**config.mk**
```make
export PLATFORM = sky130hd
export DESIGN_NAME = fifo_serial_tx
export DESIGN_NICKNAME = d
export VERILOG_FILES = /design/src/rtl/fifo_serial_tx.sv
export SDC_FILE = /design/constraint.sdc
export NUM_CORES = 1
export LEC_CHECK = 0
export ABC_AREA = 1
export CAP_MARGIN = 20
export CORE_UTILIZATION = 50
export DETAILED_ROUTE_END_ITERATION = 16
export PLACE_DENSITY = 0.71
export SYNTH_ARGS = -nofsm -noshare
export SYNTH_HDL_FRONTEND = slang
export SYNTH_SLANG_ARGS = --single-unit
export TNS_END_PERCENT = 100
```
**constraint.sdc**
```tcl
create_clock -name Clk -period 2 [get_ports Clk]
set_input_delay 0.2 -clock Clk [delete_from_list [all_inputs] [get_ports Clk]]
set_output_delay 0.2 -clock Clk [all_outputs]
set_load 0.01 [all_outputs]
```
**src/rtl/fifo_serial_tx.sv**
```systemverilog
// fifo_serial_tx
// Drains a synchronous FIFO one word at a time and sends each word out as an
// asynchronous serial frame: start(0), DATA_WIDTH data bits LSB first,
// optional parity bit, stop(1). Each bit lasts CLKS_PER_BIT clocks.
//
// Ports
//   Clk        system clock, rising edge
//   Rst        synchronous active-high reset
//   EN         allows a new pop when idle; a frame in flight always finishes
//   EMPTY      FIFO empty flag, looked at only in IDLE
//   dataIn     FIFO read data, valid the cycle after RD
//   RD         FIFO read strobe, one cycle per word
//   TXD        registered serial output, idles high
//   BUSY       high in every state except IDLE
//   WORD_DONE  one-cycle pulse in the first IDLE cycle after a stop bit
module fifo_serial_tx #(
  parameter int DATA_WIDTH   = 32,
  parameter int CLKS_PER_BIT = 4,
  parameter int PARITY_EN    = 1,
  parameter int PARITY_ODD   = 0
) (
  input  logic                  Clk,
  input  logic                  Rst,
  input  logic                  EN,
  input  logic                  EMPTY,
  input  logic [DATA_WIDTH-1:0] dataIn,
  output logic                  RD,
  output logic                  TXD,
  output logic                  BUSY,
  output logic                  WORD_DONE
);

  localparam int BAUD_W = (CLKS_PER_BIT > 1) ? $clog2(CLKS_PER_BIT) : 1;
  localparam int BIT_W  = (DATA_WIDTH > 1) ? $clog2(DATA_WIDTH) : 1;
  localparam logic [BAUD_W-1:0] BAUD_LAST = BAUD_W'(CLKS_PER_BIT - 1);
  localparam logic [BIT_W-1:0]  BIT_LAST  = BIT_W'(DATA_WIDTH - 1);
  localparam logic              PAR_INV   = (PARITY_ODD != 0);
  localparam logic              HAS_PAR   = (PARITY_EN != 0);

  typedef enum logic [2:0] {
    IDLE, POP, LATCH, START, DATA, PARITY, STOP
  } state_t;

  state_t                state_q, state_d;
  logic [BAUD_W-1:0]     baud_q, baud_d;
  logic [BIT_W-1:0]      bit_q, bit_d;
  logic [DATA_WIDTH-1:0] sh_q, sh_d;
  logic                  par_q, par_d;
  logic                  txd_q, txd_d;
  logic                  wd_q, wd_d;
  logic                  baud_end;

  assign baud_end  = (baud_q == BAUD_LAST);
  assign RD        = (state_q == POP);
  assign BUSY      = (state_q != IDLE);
  assign TXD       = txd_q;
  assign WORD_DONE = wd_q;

  // TXD is computed from the state being entered, so the registered line
  // changes on the same edge as the state and bit boundaries.
  always_comb begin
    state_d = state_q;
    baud_d  = baud_q;
    bit_d   = bit_q;
    sh_d    = sh_q;
    par_d   = par_q;
    txd_d   = txd_q;
    wd_d    = 1'b0;
    case (state_q)
      IDLE: begin
        txd_d  = 1'b1;
        baud_d = '0;
        bit_d  = '0;
        if (EN && !EMPTY) state_d = POP;
      end
      POP: state_d = LATCH;
      LATCH: begin
        sh_d    = dataIn;
        par_d   = (^dataIn) ^ PAR_INV;
        baud_d  = '0;
        txd_d   = 1'b0;
        state_d = START;
      end
      START: begin
        if (baud_end) begin
          baud_d  = '0;
          bit_d   = '0;
          txd_d   = sh_q[0];
          state_d = DATA;
        end else begin
          baud_d = baud_q + 1'b1;
        end
      end
      DATA: begin
        if (baud_end) begin
          baud_d = '0;
          if (bit_q == BIT_LAST) begin
            if (HAS_PAR) begin
              txd_d   = par_q;
              state_d = PARITY;
            end else begin
              txd_d   = 1'b1;
              state_d = STOP;
            end
          end else begin
            bit_d = bit_q + 1'b1;
            sh_d  = sh_q >> 1;
            txd_d = sh_d[0];
          end
        end else begin
          baud_d = baud_q + 1'b1;
        end
      end
      PARITY: begin
        if (baud_end) begin
          baud_d  = '0;
          txd_d   = 1'b1;
          state_d = STOP;
        end else begin
          baud_d = baud_q + 1'b1;
        end
      end
      STOP: begin
        if (baud_end) begin
          baud_d  = '0;
          txd_d   = 1'b1;
          wd_d    = 1'b1;
          state_d = IDLE;
        end else begin
          baud_d = baud_q + 1'b1;
        end
      end
      default: begin
        txd_d   = 1'b1;
        state_d = IDLE;
      end
    endcase
  end

  always_ff @(posedge Clk) begin
    if (Rst) begin
      state_q <= IDLE;
      baud_q  <= '0;
      bit_q   <= '0;
      sh_q    <= '0;
      par_q   <= 1'b0;
      txd_q   <= 1'b1;
      wd_q    <= 1'b0;
    end else begin
      state_q <= state_d;
      baud_q  <= baud_d;
      bit_q   <= bit_d;
      sh_q    <= sh_d;
      par_q   <= par_d;
      txd_q   <= txd_d;
      wd_q    <= wd_d;
    end
  end

endmodule

```
### Routing congestion map, run 1

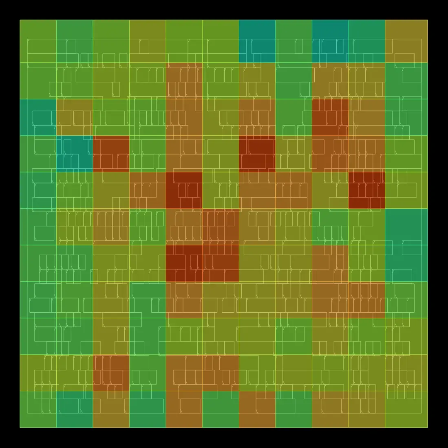
GRT Max-Usage Layer: met2
post-layout util: 63.72%

### Metal layers overlaid, run 1

The bar under the picture is 20 um long.
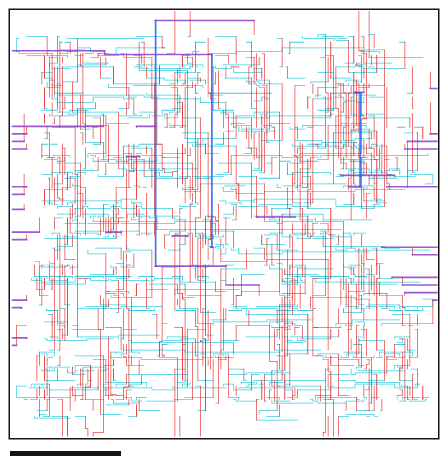
Blue is metal 4, wire length 96.8 um. Cyan is metal 1, wire length 2,990 um. Red is metal 2, wire length 2,870 um. Purple is metal 3, wire length 207 um.
post-detailed-route wirelength per cell: 10.51 um
Overall Global Routing Usage: 22.90%
via total after detailed routing: 2,942
DRT Wirelength: 6172 um

### Pin map, run 1

Pins as bars across the die edge, other pins in gray.
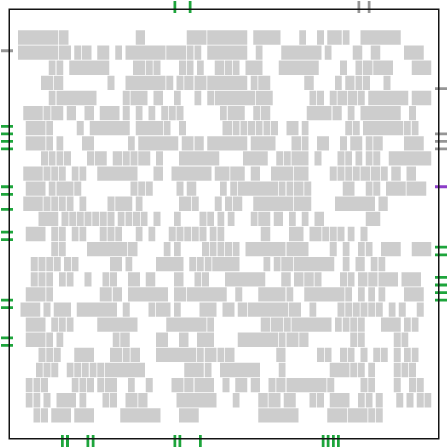
Green is dataIn, pins 32, direction input, edge 13 left, 11 bottom, 6 right, 2 top. Purple is Rst, pins 1, direction input, edge right.
All pins by edge: 14 left, 11 right, 11 bottom, 4 top.
die extent in y: 77.04 um
# port buffers: 39
chip width: 77.04 um

==> qor_table.md, run 1 <==
| Stage | Metric | Value |
|---|---|---|
| run status | Result of the run | complete, no violations |
| final timing | Post-Route Hold Slack | 0.4808 ns |
| global routing | First-pass GRT wire length | 11,060 um |
| final timing | Hold Vio Cnt, Final | 0 |
| final timing | Max-slew violations | 0 |
| cells and area | Most frequently placed logic cells in the final layout | sky130_fd_sc_hd__nand2_1, sky130_fd_sc_hd__inv_1, sky130_fd_sc_hd__dfxtp_1 |
| clocking | Number of sinks handled by clock tree synthesis | 45 |
| cells and area | Sequential portion of the cell area | 26.86% |
| setup path | Logic depth of the worst setup path including buffers | 5 |
| yosys | Multiplexer fraction of the synthesized cell area | 0% |
| yosys | Post-Syn Instances | 479 |
| pwr | Internal power | 1960 uW |
| final timing | Worst Max-Slew Pin Slew | 0.3703 ns |
| pwr | Share of power burned in combinational logic | 42.5% |
| setup path | Setup slack of the most critical reg-to-reg path | 0.22 ns |
| final timing | Final Cycle Share | 90.31% |
| setup path | Worst path max stage delay | 0.57 ns |
| yosys | Yosys-reported design area after synthesis | 0.002815 sq mm |
| pwr | Part of the power in the clock network | 16.9% |
| final timing | Slew headroom | 75.31% |
| setup path | Top delay family on crit path | buffers and inverters |
| pwr | Switching power as a share of total power | 40.31% |
| hold path | Min-delay src | sh_q[18]$_SDFFE_PP0P_ |
| yosys | Fraction of synthesized cell area in xor and xnor cells | 2.489% |
| detailed routing | Drt first pass iters | 4 |
| pwr | Switching power | 1323 uW |
| yosys | Syn avg cell area | 5.877 sq um |
| yosys | Predominant post-synthesis flop cell | sky130_fd_sc_hd__dfxtp_1 |
| clocking | Hold Buf Count CTS | 0 |
| clocking | Number of clock buffers inserted by TritonCTS | 5 |
| final timing | Upper clock frequency limit | 0.5537 GHz |
| setup path | WS Path Type | reg2out |
| global routing | Total global routing overflow | 0 |
| yosys | Synthesized-area fraction occupied by and/or/nand/nor cells | 37.07% |
| cells and area | Number of nets in the layout | 555 |
| detailed routing | DRC violations left | 0 |
| hold path | Hold Path Sink | sh_q[17]$_SDFFE_PP0P_ |
| clocking | Clock tree from TritonCTS | built |
| yosys | Total cells reported by yosys after synthesis | 479 |
| pwr | Total leakage power | 0.001707 uW |
| floorplan | Count of boundary I/O pins | 40 |
| detailed routing | Count of antenna-violating nets left after detailed routing | 0 |
| detailed routing | Highest signal layer in the routed design | met4 |
| yosys | Cell types occupying the most area after synthesis | sky130_fd_sc_hd__dfxtp_1, sky130_fd_sc_hd__nand2_1, sky130_fd_sc_hd__inv_1 |
| yosys | Async set or reset register ratio after synthesis | 0% |
| pwr | Maximum resistive drop on vdd | 0.0005407 V |
| setup path | Depth of the most critical reg-to-reg path | 10 |
| cells and area | Fin cells | 587 |
| floorplan | # rows | 26 |
| cells and area | Number of non-clock inverters in the layout | 62 |
| place | Post-placement cell count | 579 |
| final timing | Setup repair after global routing missed its margin | false |
| detailed routing | Met1 WL | 2994 um |
| detailed routing | Met2 Routed Length | 2874 um |
| final timing | Final setup violation count | 0 |
| setup path | End of the critical path | RD |
| yosys | Area of the mapped netlist | 0.002815 sq mm |
| yosys | Dominant cell type by area after synthesis | sky130_fd_sc_hd__dfxtp_1 |
| yosys | Number of nets at floorplan | 518 |
| setup path | Crit path required time | 1.80 ns |
| cells and area | Count of buffers not belonging to the clock network in the layout | 45 |
| floorplan | Placeable core area | 0.005270 sq mm |
| cells and area | Comb area | 0.001610 sq mm |
| pwr | Clock network power | 556 uW |
| cells and area | Sequential cell area in the final layout | 902.1 sq um |
| cells and area | Post-layout instance area | 0.003358 sq mm |
| hold path | Worst Hold Class | reg2reg |
| final timing | Clock period minus final worst setup slack | 1.806 ns |
| final timing | Worst-case clock skew | 0.01030 ns |
| setup path | Timing startpoint of the critical path | state_q[0]$_SDFFE_PP0P_ |
| yosys | Commonest cells post-synth | sky130_fd_sc_hd__nand2_1, sky130_fd_sc_hd__inv_1, sky130_fd_sc_hd__dfxtp_1, sky130_fd_sc_hd__o21ai_1, sky130_fd_sc_hd__a31oi_1 |
| place | Area of placed instances | 0.003267 sq mm |
| cells and area | Registers with the most flip-flops | sh_q x32, bit_q x5, state_q x3 |
| pwr | Pwr top | combinational logic |
| job | Count of warning messages emitted by the tools | 26 |
| clocking | Maximum count of clock buffers along a single path | 2 |
| cells and area | Signal buf overhead | 13.08% |
| yosys | Synth logic family | simple AND/OR/NAND/NOR gates |
| yosys | Dominant cell area share | 32.00% |
| cells and area | Fraction of area in multi-input gates | 47.95% |
| setup path | FF-to-FF Start | bit_q[0]$_SDFFE_PP0P_ |
| pwr | Sequential Power | 1330 uW |
| yosys | Register bit total from synthesis | 45 |
| floorplan | Initial Utilization | 53.42% |
| clocking | Reg clk slew, reported paths | 0.09 ns |
| global routing | Initial antenna violation count | 0 |
| global routing | Pin count of the biggest net entering global routing | 38 |
| pwr | Total power | 3283 uW |
| global routing | Met3 track utilization from global routing | 4.643% |
| cells and area | Number of flip-flops in the largest register | 32 |
| detailed routing | Detail Route met3 WL | 206 um |
| cells and area | Number of diodes added for antenna fixing | 0 |
| pwr | Power of the combinational group | 1390 uW |
| hold path | Worst hold path depth | 2 |
| setup path | WP data arrival | 1.61 ns |
| setup path | Slowest stage cell on the critical path | sky130_fd_sc_hd__clkdlybuf4s50_1 |
| clocking | CTS H-tree lvls | 2 |
| cells and area | Register containing the most flip-flops in the final layout | sh_q |
| cells and area | Filler cells | 548 |
| yosys | Count leader, synth | sky130_fd_sc_hd__nand2_1 |
| floorplan | Tap cell count | 70 |
| floorplan | Chip footprint | 0.005934 sq mm |
| clocking | Buffer type at the clock tree root | sky130_fd_sc_hd__clkbuf_8 |
| setup path | Critical register-to-register path endpoint | bit_q[3]$_SDFFE_PP0P_ |
| yosys | Distinct cell type count after synthesis | 26 |
| global routing | GR Util met2 | 39.29% |
| cells and area | Number of multi-input logic gates | 357 |
| place | HPWL Detailed | 4601 um |
| cells and area | Clock Network Area Fraction | 2.571% |
| pwr | Power per Cell Area | 977.7 mW/mm^2 |
| clocking | # resized after CTS | 0 |
| place | Last weighted congestion value of the routability-driven placer | 0.8140 |
| yosys | Count of flip-flops with a built-in enable after synthesis | 0 |
| setup path | CP max FO | 5 |
| cells and area | Area-dominant class | combinational gates |
| cells and area | Layout sequential cell count | 45 |
| clocking | Post-CTS Repair Setup Buffers | 0 |
| setup path | Worst-path cell chain | inv_1 -> nor2_1 -> inv_1 -> nor2_1 -> clkdlybuf4s50_1 |
| detailed routing | Violation count after the first detailed-route iteration | 187 |
| global routing | Via count of the first global-routing pass | 2,638 |
| yosys | Adder-Cell Fraction of Synth Area | 1.333% |
| cells and area | Most common cell after layout, fill and taps aside | sky130_fd_sc_hd__nand2_1 |
| yosys | AND-OR/OR-AND Cells, Area Fraction | 16.31% |
| place | Dpl ws | 0.1983 ns |
| detailed routing | Number of vias per cell | 5.012 |
| final timing | Fin worst setup slack | 0.1938 ns |
| pwr | Power share of the sequential group | 40.6% |
==> run 2: changes to the inputs <==
--- a/config.mk
+++ b/config.mk
@@ -10,6 +10,7 @@
 export CORE_UTILIZATION = 50
 export DETAILED_ROUTE_END_ITERATION = 16
 export PLACE_DENSITY = 0.71
+export SLEW_MARGIN = 10
 export SYNTH_ARGS = -nofsm -noshare
 export SYNTH_HDL_FRONTEND = slang
 export SYNTH_SLANG_ARGS = --single-unit
### Metal layers overlaid, run 2

The bar under the picture is 20 um long.
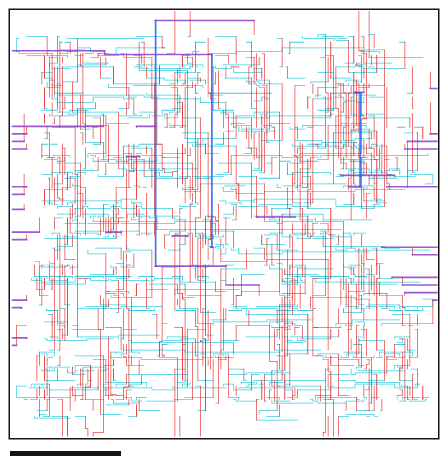
Purple is metal 3, wire length 207 um. Cyan is metal 1, wire length 2,990 um. Red is metal 2, wire length 2,870 um. Blue is metal 4, wire length 96.8 um.

### Pin map, run 2

Pins as bars across the die edge, other pins in gray.
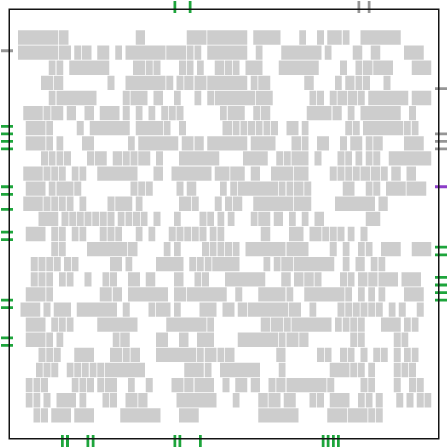
Green is dataIn, pins 32, direction input, edge 13 left, 11 bottom, 6 right, 2 top. Purple is Rst, pins 1, direction input, edge right.
All pins by edge: 14 left, 11 right, 11 bottom, 4 top.

==> run 2 against run 1 <==
Effect of this change: clock skew did not move; final cell count did not move; core utilization did not move; wire length did not move; die area did not move.
==> qor_table.md, run 2 <==
| Stage | Metric | Value | Delta |
|---|---|---|---|
| detailed routing | Violation count after the first detailed-route iteration | 187 | unchanged |
| detailed routing | Via total after detailed routing | 2,942 | unchanged |
| floorplan | # rows | 26 | unchanged |
| place | Last weighted congestion value of the routability-driven placer | 0.8140 | unchanged |
| clocking | Buffer type at the clock tree root | sky130_fd_sc_hd__clkbuf_8 |  |
| detailed routing | Highest signal layer in the routed design | met4 |  |
| hold path | Hold Path Sink | sh_q[17]$_SDFFE_PP0P_ |  |
| clocking | Number of clock buffers inserted by TritonCTS | 5 | unchanged |
| global routing | First-pass GRT wire length | 11,060 um | unchanged |
| final timing | Setup repair after global routing missed its margin | false |  |
| yosys | Multiplexer fraction of the synthesized cell area | 0% | unchanged |
| setup path | Critical register-to-register path endpoint | bit_q[3]$_SDFFE_PP0P_ |  |
| yosys | Dominant cell area share | 32.00% | unchanged |
| cells and area | Fraction of area in multi-input gates | 47.95% | unchanged |
| pwr | Total leakage power | 0.001707 uW | unchanged |
| run status | Result of the run | complete, no violations |  |
| detailed routing | Met2 Routed Length | 2874 um | unchanged |
| yosys | Syn avg cell area | 5.877 sq um | unchanged |
| floorplan | Tap cell count | 70 | unchanged |
| pwr | Power per Cell Area | 977.7 mW/mm^2 | unchanged |
| setup path | Top delay family on crit path | buffers and inverters |  |
| yosys | Distinct cell type count after synthesis | 26 | unchanged |
| global routing | Pin count of the biggest net entering global routing | 38 | unchanged |
| floorplan | Count of boundary I/O pins | 40 | unchanged |
| pwr | Internal power | 1960 uW | unchanged |
| final timing | Clock period minus final worst setup slack | 1.806 ns | unchanged |
| detailed routing | Post-detailed-route wirelength per cell | 10.51 um | unchanged |
| hold path | Worst Hold Class | reg2reg |  |
| detailed routing | Met1 WL | 2994 um | unchanged |
| cells and area | Clock Network Area Fraction | 2.571% | unchanged |
| final timing | Fin worst setup slack | 0.1938 ns | unchanged |
| setup path | Worst path max stage delay | 0.57 ns | about the same |
| final timing | Post-Route Hold Slack | 0.4808 ns | unchanged |
| setup path | WS Path Type | reg2out |  |
| final timing | Final setup violation count | 0 | unchanged |
| yosys | Synthesized-area fraction occupied by and/or/nand/nor cells | 37.07% | unchanged |
| clocking | Reg clk slew, reported paths | 0.09 ns | about the same |
| clocking | Hold Buf Count CTS | 0 | unchanged |
| cells and area | Number of nets in the layout | 555 | unchanged |
| pwr | Total power | 3283 uW | unchanged |
| yosys | Commonest cells post-synth | sky130_fd_sc_hd__nand2_1, sky130_fd_sc_hd__inv_1, sky130_fd_sc_hd__dfxtp_1, sky130_fd_sc_hd__o21ai_1, sky130_fd_sc_hd__a31oi_1 |  |
| setup path | FF-to-FF Start | bit_q[0]$_SDFFE_PP0P_ |  |
| yosys | Async set or reset register ratio after synthesis | 0% | unchanged |
| hold path | Min-delay src | sh_q[18]$_SDFFE_PP0P_ |  |
| floorplan | Die extent in y | 77.04 um | unchanged |
| place | Post-placement cell count | 579 | unchanged |
| cells and area | Registers with the most flip-flops | sh_q x32, bit_q x5, state_q x3 |  |
| cells and area | Post-layout util | 63.72% | unchanged |
| pwr | Sequential Power | 1330 uW | about the same |
| yosys | Predominant post-synthesis flop cell | sky130_fd_sc_hd__dfxtp_1 |  |
| job | Count of warning messages emitted by the tools | 26 | unchanged |
| setup path | Slowest stage cell on the critical path | sky130_fd_sc_hd__clkdlybuf4s50_1 |  |
| setup path | Depth of the most critical reg-to-reg path | 10 | unchanged |
| place | HPWL Detailed | 4601 um | unchanged |
| pwr | Share of power burned in combinational logic | 42.5% | about the same |
| clocking | Maximum count of clock buffers along a single path | 2 | unchanged |
| yosys | Count leader, synth | sky130_fd_sc_hd__nand2_1 |  |
| cells and area | Sequential portion of the cell area | 26.86% | unchanged |
| clocking | Post-CTS Repair Setup Buffers | 0 | unchanged |
| yosys | AND-OR/OR-AND Cells, Area Fraction | 16.31% | unchanged |
| global routing | Total global routing overflow | 0 | unchanged |
| setup path | End of the critical path | RD |  |
| floorplan | Placeable core area | 0.005270 sq mm | unchanged |
| setup path | CP max FO | 5 | unchanged |
| cells and area | Signal buf overhead | 13.08% | unchanged |
| cells and area | Most frequently placed logic cells in the final layout | sky130_fd_sc_hd__nand2_1, sky130_fd_sc_hd__inv_1, sky130_fd_sc_hd__dfxtp_1 |  |
| final timing | Upper clock frequency limit | 0.5537 GHz | unchanged |
| cells and area | Number of multi-input logic gates | 357 | unchanged |
| floorplan | Chip footprint | 0.005934 sq mm | unchanged |
| detailed routing | Drt first pass iters | 4 | unchanged |
| yosys | Number of nets at floorplan | 518 | unchanged |
| setup path | Timing startpoint of the critical path | state_q[0]$_SDFFE_PP0P_ |  |
| floorplan | Initial Utilization | 53.42% | unchanged |
| floorplan | Chip width | 77.04 um | unchanged |
| setup path | Logic depth of the worst setup path including buffers | 5 | unchanged |
| hold path | Worst hold path depth | 2 | unchanged |
| pwr | Clock network power | 556 uW | about the same |
| yosys | Count of flip-flops with a built-in enable after synthesis | 0 | unchanged |
| pwr | Power share of the sequential group | 40.6% | about the same |
| pwr | Power of the combinational group | 1390 uW | about the same |
| cells and area | Count of buffers not belonging to the clock network in the layout | 45 | unchanged |
| yosys | Post-Syn Instances | 479 | unchanged |
| detailed routing | Number of vias per cell | 5.012 | unchanged |
| place | Dpl ws | 0.1983 ns | unchanged |
| yosys | Dominant cell type by area after synthesis | sky130_fd_sc_hd__dfxtp_1 |  |
| setup path | WP data arrival | 1.61 ns | about the same |
| global routing | Overall Global Routing Usage | 22.90% | unchanged |
| pwr | Pwr top | combinational logic |  |
| final timing | Worst-case clock skew | 0.01030 ns | unchanged |
| clocking | CTS H-tree lvls | 2 | unchanged |
| yosys | Fraction of synthesized cell area in xor and xnor cells | 2.489% | unchanged |
| detailed routing | DRC violations left | 0 | unchanged |
| pwr | Switching power as a share of total power | 40.31% | unchanged |
==> run 3: changes to the inputs <==
--- a/config.mk
+++ b/config.mk
@@ -7,9 +7,10 @@
 export LEC_CHECK = 0
 export ABC_AREA = 1
 export CAP_MARGIN = 20
-export CORE_UTILIZATION = 50
+export CORE_UTILIZATION = 49
 export DETAILED_ROUTE_END_ITERATION = 16
-export PLACE_DENSITY = 0.71
+export GPL_TIMING_DRIVEN = 0
+export PLACE_DENSITY = 0.73
 export SLEW_MARGIN = 10
 export SYNTH_ARGS = -nofsm -noshare
 export SYNTH_HDL_FRONTEND = slang
==> constraint.sdc (replaced) <==
create_clock -name Clk -period 1.45 [get_ports Clk]
set_input_delay 0.145 -clock Clk [delete_from_list [all_inputs] [get_ports Clk]]
set_output_delay 0.145 -clock Clk [all_outputs]
set_load 0.01 [all_outputs]
==> run 3 against run 2 <==
Effect of this change: the run now ends with setup timing left; sequential share of layout area fell by 3.6 points; final area grew 17%; die area rose by 2.0%; area after synthesis unchanged; first-iteration DRC count down 24%; global-route usage up 3.3 points; clock-buffer cell count rose by 1; via count rose by 8.2%; clock power is 39% higher; sequential power is 42% higher; core utilization increased by 7.9 points; worst hold slack worse by 0.30 ns; critical endpoint is now sh_q[26]$_SDFFE_PP0P_.
==> qor_table.md, run 3 <==
| Stage | Metric | Value | Delta |
|---|---|---|---|
| detailed routing | Drt first pass iters | 4 | unchanged |
| cells and area | Signal buf overhead | 19.30% | +6.2 points |
| cells and area | Clock Network Area Fraction | 2.095% | -0.48 points |
| cells and area | Most frequently placed logic cells in the final layout | sky130_fd_sc_hd__nand2_1, sky130_fd_sc_hd__inv_1, sky130_fd_sc_hd__dfxtp_1 |  |
| clocking | Post-CTS Repair Setup Buffers | 15 | +15 |
| pwr | Pwr top | combinational logic |  |
| yosys | Syn avg cell area | 5.877 sq um | unchanged |
| setup path | Slowest stage cell on the critical path | sky130_fd_sc_hd__dfxtp_2 |  |
| detailed routing | Number of vias per cell | 5.124 | +2.2% |
| detailed routing | Violation count after the first detailed-route iteration | 142 | -24% |
| hold path | Worst hold path depth | 3 | +1 |
| pwr | Power per Cell Area | 1426 mW/mm^2 | +46% |
| setup path | End of the critical path | sh_q[26]$_SDFFE_PP0P_ |  |
| pwr | Share of power burned in combinational logic | 52.6% | +10 points |
| setup path | Worst path max stage delay | 0.36 ns | -0.21 ns |
| hold path | Min-delay src | dataIn[17] |  |
| yosys | Multiplexer fraction of the synthesized cell area | 0% | unchanged |
| hold path | Hold Path Sink | sh_q[17]$_SDFFE_PP0P_ |  |
| place | Last weighted congestion value of the routability-driven placer | 0.8229 | +1.1% |
| clocking | Buffer type at the clock tree root | sky130_fd_sc_hd__clkbuf_8 |  |
| pwr | Total leakage power | 0.002176 uW | +27% |
| pwr | Power share of the sequential group | 33.6% | -7.0 points |
| setup path | Top delay family on crit path | buffers and inverters |  |
| place | Post-placement cell count | 590 | +1.9% |
| final timing | Worst-case clock skew | 0.007768 ns | -0.002532 ns |
| floorplan | Count of boundary I/O pins | 40 | unchanged |
| job | Count of warning messages emitted by the tools | 29 | +12% |
| yosys | Distinct cell type count after synthesis | 26 | unchanged |
| yosys | Commonest cells post-synth | sky130_fd_sc_hd__nand2_1, sky130_fd_sc_hd__inv_1, sky130_fd_sc_hd__dfxtp_1, sky130_fd_sc_hd__o21ai_1, sky130_fd_sc_hd__a31oi_1 |  |
| setup path | WS Path Type | reg2reg |  |
| run status | Result of the run | finished with violations |  |
| detailed routing | DRC violations left | 0 | unchanged |
| yosys | AND-OR/OR-AND Cells, Area Fraction | 16.31% | unchanged |
| setup path | FF-to-FF Start | bit_q[0]$_SDFFE_PP0P_ |  |
| yosys | Dominant cell area share | 32.00% | unchanged |
| clocking | Reg clk slew, reported paths | 0.09 ns | about the same |
| detailed routing | Met1 WL | 3367 um | +12% |
| global routing | Overall Global Routing Usage | 26.22% | +3.3 points |
| final timing | Fin worst setup slack | -0.2353 ns | -0.4291 ns |
| pwr | Clock network power | 772 uW | +39% |
| pwr | Power of the combinational group | 2960 uW | +110% |
| run status | Violations in the final reports | setup timing |  |
| floorplan | Chip footprint | 0.006052 sq mm | +2.0% |
| floorplan | Initial Utilization | 51.12% | -2.3 points |
| yosys | Synthesized-area fraction occupied by and/or/nand/nor cells | 37.07% | unchanged |
| hold path | Worst Hold Class | in2reg |  |
| place | HPWL Detailed | 5149 um | +12% |
| setup path | WP data arrival | 1.92 ns | +0.31 ns |
| yosys | Predominant post-synthesis flop cell | sky130_fd_sc_hd__dfxtp_1 |  |
| yosys | Async set or reset register ratio after synthesis | 0% | unchanged |
| detailed routing | Met2 Routed Length | 3870 um | +35% |
| cells and area | Count of buffers not belonging to the clock network in the layout | 76 | +69% |
| final timing | Clock period minus final worst setup slack | 1.685 ns |  |
| yosys | Number of nets at floorplan | 518 | unchanged |
| setup path | Logic depth of the worst setup path including buffers | 9 | +4 |
| pwr | Sequential Power | 1890 uW | +42% |
| yosys | Count leader, synth | sky130_fd_sc_hd__nand2_1 |  |
| place | Dpl ws | -0.3285 ns | -0.5267 ns |
| global routing | Pin count of the biggest net entering global routing | 14 | -63% |
| pwr | Switching power as a share of total power | 41.43% | +1.1 points |
| global routing | Total global routing overflow | 0 | unchanged |
| final timing | Final setup violation count | 41 | +41 |
| detailed routing | Highest signal layer in the routed design | met4 |  |
| yosys | Post-Syn Instances | 479 | unchanged |
| cells and area | Registers with the most flip-flops | sh_q x32, bit_q x5, state_q x3 |  |
| cells and area | Sequential portion of the cell area | 23.24% | -3.6 points |
### Pin map, run 3

Pins as bars across the die edge, other pins in gray.
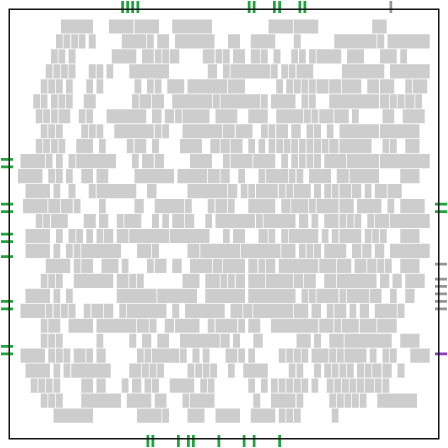
Purple is Rst, pins 1, direction input, edge right. Green is dataIn, pins 32, direction input, edge 11 left, 10 top, 9 bottom, 2 right.
All pins by edge: 11 top, 11 left, 9 right, 9 bottom.
chip width: 77.80 um
die extent in y: 77.80 um

### Routing congestion map, run 3

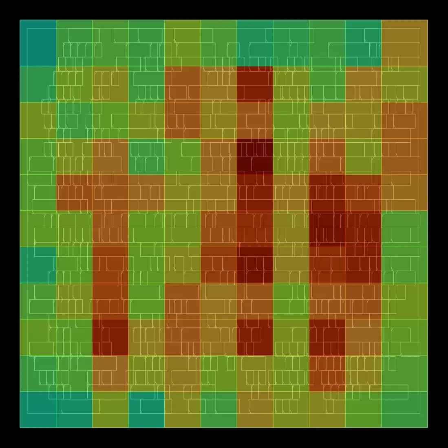
met3 track utilization from global routing: 3.882%
post-detailed-route wirelength per cell: 12.39 um
met1 track utilization from global routing: 31.63%
post-layout util: 71.57%


==> layout pictures side by side <==
Routed clock nets over the placement.
The bar under the picture is 20 um long.
picture 1
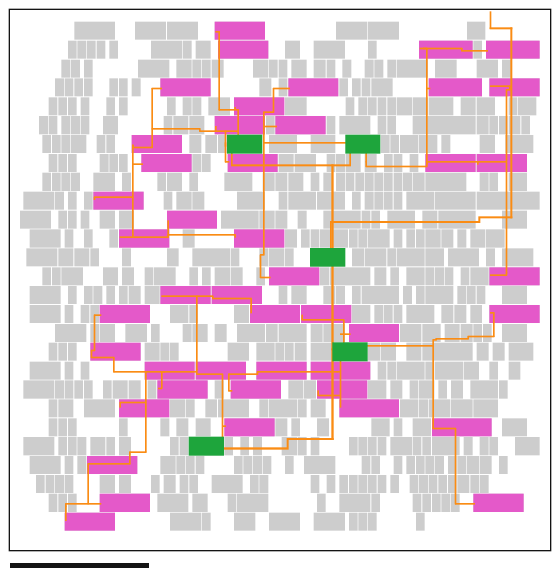
picture 2
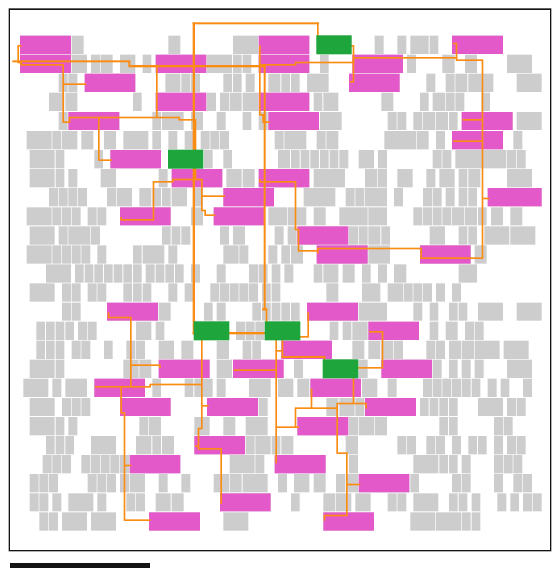
picture 2: run 2
picture 1: run 3

Key to picture 1:
Green is clock drivers, count 5. Orange is clock wires, length 595 um. Magenta is flip-flops, count 45.
There are 6 routed clock nets.

Power and IR drop assume default switching activity.
